File: src/rtl/except_commit_pkg.sv
// Shared types and constants for the commit-side exception/return controller.
package except_commit_pkg;

    typedef enum logic [1:0] {
        ST_IDLE     = 2'd0,
        ST_FLUSH    = 2'd1,
        ST_REDIRECT = 2'd2
    } state_e;

    typedef enum logic [1:0] {
        EV_NONE = 2'd0,
        EV_INT  = 2'd1,
        EV_EXC  = 2'd2,
        EV_ERTN = 2'd3
    } ev_kind_e;

    localparam logic [5:0] ECODE_INT = 6'h00;
    localparam logic [5:0] ECODE_SYS = 6'h0B;
    localparam logic [5:0] ECODE_BRK = 6'h0C;
    localparam logic [5:0] ECODE_INE = 6'h0D;

    localparam int CNT_W = 4;

endpackage

File: src/rtl/except_commit_retire_pick.sv
// Combinational priority pick over the two ROB-head slots: how many retire
// this cycle and which event (if any) the controller must take.
module except_commit_retire_pick
    import except_commit_pkg::*;
(
    input  logic        retire0_valid,
    input  logic [31:0] retire0_PC,
    input  logic        retire0_except,
    input  logic [5:0]  retire0_ecode,
    input  logic        retire0_ertn,
    input  logic        retire1_valid,
    input  logic [31:0] retire1_PC,
    input  logic        retire1_except,
    input  logic [5:0]  retire1_ecode,
    input  logic        retire1_ertn,
    input  logic        int_pending,
    output logic [1:0]  ack_o,
    output ev_kind_e    kind_o,
    output logic [31:0] ev_pc_o,
    output logic [5:0]  ev_ecode_o
);

    always_comb begin
        ack_o      = {retire1_valid & retire0_valid, retire0_valid};
        kind_o     = EV_NONE;
        ev_pc_o    = retire0_PC;
        ev_ecode_o = ECODE_INT;
        if (retire0_valid && int_pending) begin
            ack_o      = 2'b00;
            kind_o     = EV_INT;
            ev_pc_o    = retire0_PC;
            ev_ecode_o = ECODE_INT;
        end else if (retire0_valid && retire0_except) begin
            ack_o      = 2'b00;
            kind_o     = EV_EXC;
            ev_pc_o    = retire0_PC;
            ev_ecode_o = retire0_ecode;
        end else if (retire0_valid && retire0_ertn) begin
            ack_o  = 2'b01;
            kind_o = EV_ERTN;
        end else if (retire0_valid && retire1_valid && retire1_except) begin
            // slot0 is a plain instruction and retires ahead of the fault
            ack_o      = 2'b01;
            kind_o     = EV_EXC;
            ev_pc_o    = retire1_PC;
            ev_ecode_o = retire1_ecode;
        end else if (retire0_valid && retire1_valid && retire1_ertn) begin
            ack_o  = 2'b11;
            kind_o = EV_ERTN;
        end
    end

endmodule

File: src/rtl/except_commit.sv
// Commit-side controller: retire gating, exception record, timed flush and a
// single fetch redirect after each exception, interrupt or ERTN.
module except_commit
    import except_commit_pkg::*;
#(
    parameter int FLUSH_CYCLES = 2
) (
    input  logic        clk,
    input  logic        rst_n,
    input  logic        retire0_valid,
    input  logic        retire1_valid,
    input  logic [31:0] retire0_PC,
    input  logic [31:0] retire1_PC,
    input  logic        retire0_except,
    input  logic        retire1_except,
    input  logic [5:0]  retire0_ecode,
    input  logic [5:0]  retire1_ecode,
    input  logic        retire0_ertn,
    input  logic        retire1_ertn,
    input  logic        int_pending,
    input  logic [31:0] EENTRY,
    input  logic [31:0] ERA,
    output logic [1:0]  retire_ack,
    output logic        except_en,
    output logic [31:0] except_PC,
    output logic [5:0]  except_ecode,
    output logic        flush,
    output logic        redirect_en,
    output logic [31:0] redirect_PC,
    output state_e      dbg_state_o
);

    localparam logic [CNT_W-1:0] CNT_INIT = CNT_W'(FLUSH_CYCLES);

    state_e             state_q;
    logic [CNT_W-1:0]   cnt_q;
    logic               except_en_q;
    logic [31:0]        except_pc_q;
    logic [5:0]         except_ecode_q;
    logic               flush_q;
    logic               redirect_en_q;
    logic [31:0]        redirect_pc_q;
    logic [31:0]        target_q;

    logic [1:0]         pick_ack;
    ev_kind_e           pick_kind;
    logic [31:0]        pick_pc;
    logic [5:0]         pick_ecode;

    except_commit_retire_pick u_pick (
        .retire0_valid  (retire0_valid),
        .retire0_PC     (retire0_PC),
        .retire0_except (retire0_except),
        .retire0_ecode  (retire0_ecode),
        .retire0_ertn   (retire0_ertn),
        .retire1_valid  (retire1_valid),
        .retire1_PC     (retire1_PC),
        .retire1_except (retire1_except),
        .retire1_ecode  (retire1_ecode),
        .retire1_ertn   (retire1_ertn),
        .int_pending    (int_pending),
        .ack_o          (pick_ack),
        .kind_o         (pick_kind),
        .ev_pc_o        (pick_pc),
        .ev_ecode_o     (pick_ecode)
    );

    // Nothing retires while a flush/redirect sequence is in progress.
    assign retire_ack = (state_q == ST_IDLE) ? pick_ack : 2'b00;

    always_ff @(posedge clk or negedge rst_n) begin
        if (!rst_n) begin
            state_q        <= ST_IDLE;
            cnt_q          <= '0;
            except_en_q    <= 1'b0;
            except_pc_q    <= '0;
            except_ecode_q <= '0;
            flush_q        <= 1'b0;
            redirect_en_q  <= 1'b0;
            redirect_pc_q  <= '0;
            target_q       <= '0;
        end else begin
            except_en_q   <= 1'b0;
            redirect_en_q <= 1'b0;
            case (state_q)
                ST_IDLE: begin
                    if (pick_kind != EV_NONE) begin
                        state_q <= ST_FLUSH;
                        cnt_q   <= CNT_INIT;
                        flush_q <= 1'b1;
                        if (pick_kind == EV_ERTN) begin
                            target_q <= ERA;
                        end else begin
                            target_q       <= EENTRY;
                            except_en_q    <= 1'b1;
                            except_pc_q    <= pick_pc;
                            except_ecode_q <= pick_ecode;
                        end
                    end
                end
                ST_FLUSH: begin
                    if (cnt_q <= 4'd1) begin
                        state_q       <= ST_REDIRECT;
                        cnt_q         <= '0;
                        flush_q       <= 1'b0;
                        redirect_en_q <= 1'b1;
                        redirect_pc_q <= target_q;
                    end else begin
                        cnt_q <= cnt_q - 4'd1;
                    end
                end
                ST_REDIRECT: begin
                    state_q <= ST_IDLE;
                end
                default: begin
                    state_q <= ST_IDLE;
                    flush_q <= 1'b0;
                end
            endcase
        end
    end

    assign except_en    = except_en_q;
    assign except_PC    = except_pc_q;
    assign except_ecode = except_ecode_q;
    assign flush        = flush_q;
    assign redirect_en  = redirect_en_q;
    assign redirect_PC  = redirect_pc_q;
    assign dbg_state_o  = state_q;

endmodule

File: config.mk
export PLATFORM = sky130hd
export DESIGN_NAME = except_commit
export DESIGN_NICKNAME = d
export VERILOG_FILES = /design/src/rtl/except_commit_pkg.sv /design/src/rtl/except_commit_retire_pick.sv /design/src/rtl/except_commit.sv
export SDC_FILE = /design/constraint.sdc
export NUM_CORES = 1
export LEC_CHECK = 0
export ABC_AREA = 1
export CAP_MARGIN = 20
export CORE_ASPECT_RATIO = 1.1
export CORE_MARGIN = 8
export CORE_UTILIZATION = 39
export DETAILED_ROUTE_END_ITERATION = 7
export PLACE_DENSITY_LB_ADDON = 0.1
export SYNTH_ARGS = -nofsm -noshare
export SYNTH_HDL_FRONTEND = slang
export SYNTH_SLANG_ARGS = --single-unit
File: constraint.sdc
create_clock -name clk -period 3.5 [get_ports clk]
set_input_delay 0.35 -clock clk [delete_from_list [all_inputs] [get_ports clk]]
set_output_delay 0.35 -clock clk [all_outputs]
set_load 0.005 [all_outputs]
==> CHANGELOG.md <==
### Changed

* Flops out of synthesis at 111
* Minimum clock period at 2.552 ns
* Clock buf count at 10
* RSZ-0062 raised after global routing: false
* Fraction of area in multi-input gates at 0.2549
* Status: finished, final reports clean
* WS Path Type: input port to primary output
* Fill cells at 1,283
* Number of OpenROAD warnings at 28
* Mux frac, synth at 0
* Vias per cell at 4.642
* Signal buffers at 235
* Logic area at 2037 um2
* DR DRC count at 0
* Switch Pwr at 2.090 mW
* TritonCTS clock tree: yes
* Switching Share at 0.3580
* Total chip power at 5.840 mW
* Crit. Startpoint: retire0_valid
* CP endpoint kind: primary output
* Buffering overhead at 0.2924
* Clk ins delay skew pair at 0.34 ns
* Clk power at 0.985 mW
* Vias in the first global route at 5,284
* Total global-route track usage at 0.1837
* Synth area leader: dfrtp_1
* Leak pwr at 4.008 nW
* Hold-fix buffers at CTS at 0
* Comb power frac at 0.443
* Comb_multi_in at 471
* Final period util at 0.7290
* CP max FO at 34
* Most used logic cell in the final layout: nand2_1
* Adder Share, Synth at 0.009348
* Top cells excl fill/tap: nand2_1 (307), clkdlybuf4s50_1 (224), dfrtp_1 (111)
* Internal power component at 3.750 mW
* Hold crit path type: input port to async pin
* Reg-to-reg startpoint: cnt_q[0]$_DFFE_PN0P_
* Sequential fraction of the synthesis area at 0.5188
* Max VDD drop at 0.3842 mV
* GPL Wtd Cong at 0.8472
* Fin nets at 1,066
* XOR/XNOR Fraction of Synth Area at 0.001636
* Synth unique cells at 24
* Power per standard cell area at 730.7 nW/um2
* Largest net degree at the start of global routing at 65
* Mapped Cells at 705
* Hold slack at 0.05525 ns
* Syn_nets at 858
* Row Count at 45
* CP arrival at 2.20 ns
==> final timing paths <==
check,slack (ns),endpoint,cells after the start
setup / recovery,0.95,retire_ack[0],6
hold / removal,0.06,except_PC[4]$_DFFE_PN0P_,1
setup reg to reg,1.42,redirect_PC[1]$_DFFE_PN0P_,7
hold reg to reg,0.47,redirect_PC[9]$_DFFE_PN0P_,2
max in group asynchronous,2.56,except_PC[27]$_DFFE_PN0P_,2
min in group clk,0.47,redirect_PC[9]$_DFFE_PN0P_,2
==> per-layer routing <==
| layer | wire, um | vias up | part of all wire | global-route usage |
|---|---|---|---|---|
| met5 | 0 | - | 0 | 0 |
| met4 | 144 | 0 | 0.0089 | 0.04762 |
| met3 | 1351 | 10 | 0.084 | 0.05500 |
| met2 | 7379 | 187 | 0.46 | 0.2945 |
| met1 | 7247 | 2356 | 0.45 | 0.2360 |
| li1 | - | 2581 | - | - |
==> registers in the layout (all words and copies together), names as in the netlist <==
name          cells
dbg_state_o       2
flush             1
except_ecode      6
except_en         1
redirect_en       1
cnt_q             4
target_q         32
redirect_PC      32
except_PC        32
==> Yosys cell counts, drive strengths merged <==
| cell type | n |
|---|---|
| nand2 | 309 |
| dfrtp | 111 |
| inv | 84 |
| nand3 | 70 |
| nor2 | 41 |
| a31oi | 32 |
| buf | 31 |
| clkbuf | 7 |
| o21ai | 6 |
| a21oi | 4 |
| ha | 4 |
| clkinv | 1 |
| nand3b | 1 |
| nor3 | 1 |
| nor4 | 1 |
| or2 | 1 |
| xor2 | 1 |
==> worst max-delay path, cell delays in order <==
cell	delay [ns]
clkdlybuf4s50_1	0.57
nand2_2	0.15
buf_4	0.35
nand3_1	0.12
nor2_1	0.12
clkdlybuf4s50_1	0.53
==> images/port_nets.png <==
Bar = 50 um.
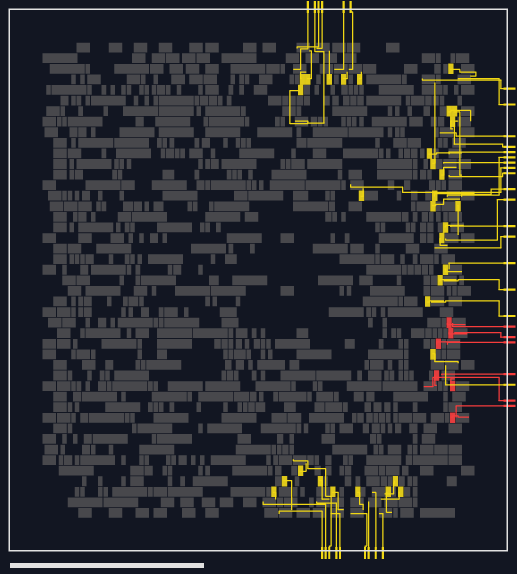
[yellow] retire1_PC | bits: 32 | direction: input | edge: 17 right, 9 bottom, 6 top | end cells: 32 | buffers: 32 | wire: 866 um
[red] retire1_ecode | bits: 6 | direction: input | edge: right | end cells: 6 | buffers: 6 | wire: 133 um
port bufs: 225
IO Count: 226

==> images/final_congestion.png <==
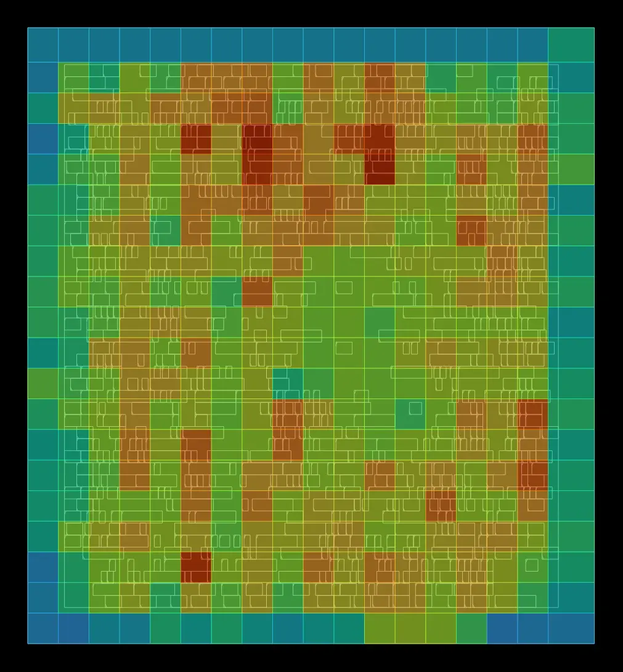
routed length per instance: 14.58 um
final core occ: 0.5866
grt met2 use: 0.2945
met3 GRT Util: 0.05500
met1 usage in global routing: 0.2360

==> images/met2.png <==
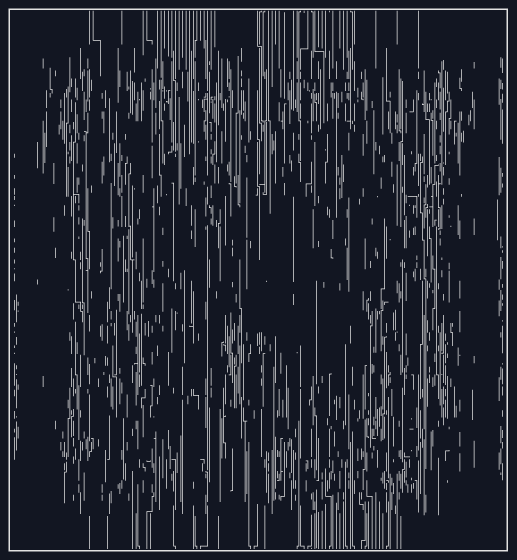
share of all routed wire: 46%
longest straight run: 62.9 um
nets with wire on the layer: 821
wire length on this layer: 7,380 um
vias: 5,134
Post-Route WL: 16.12 mm

==> images/met3.png <==
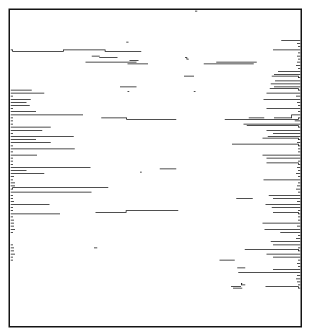
share of all routed wire: 8.4%
wire length on this layer: 1,350 um
main direction: horizontal

Power is estimated from default activity; no workload was simulated.
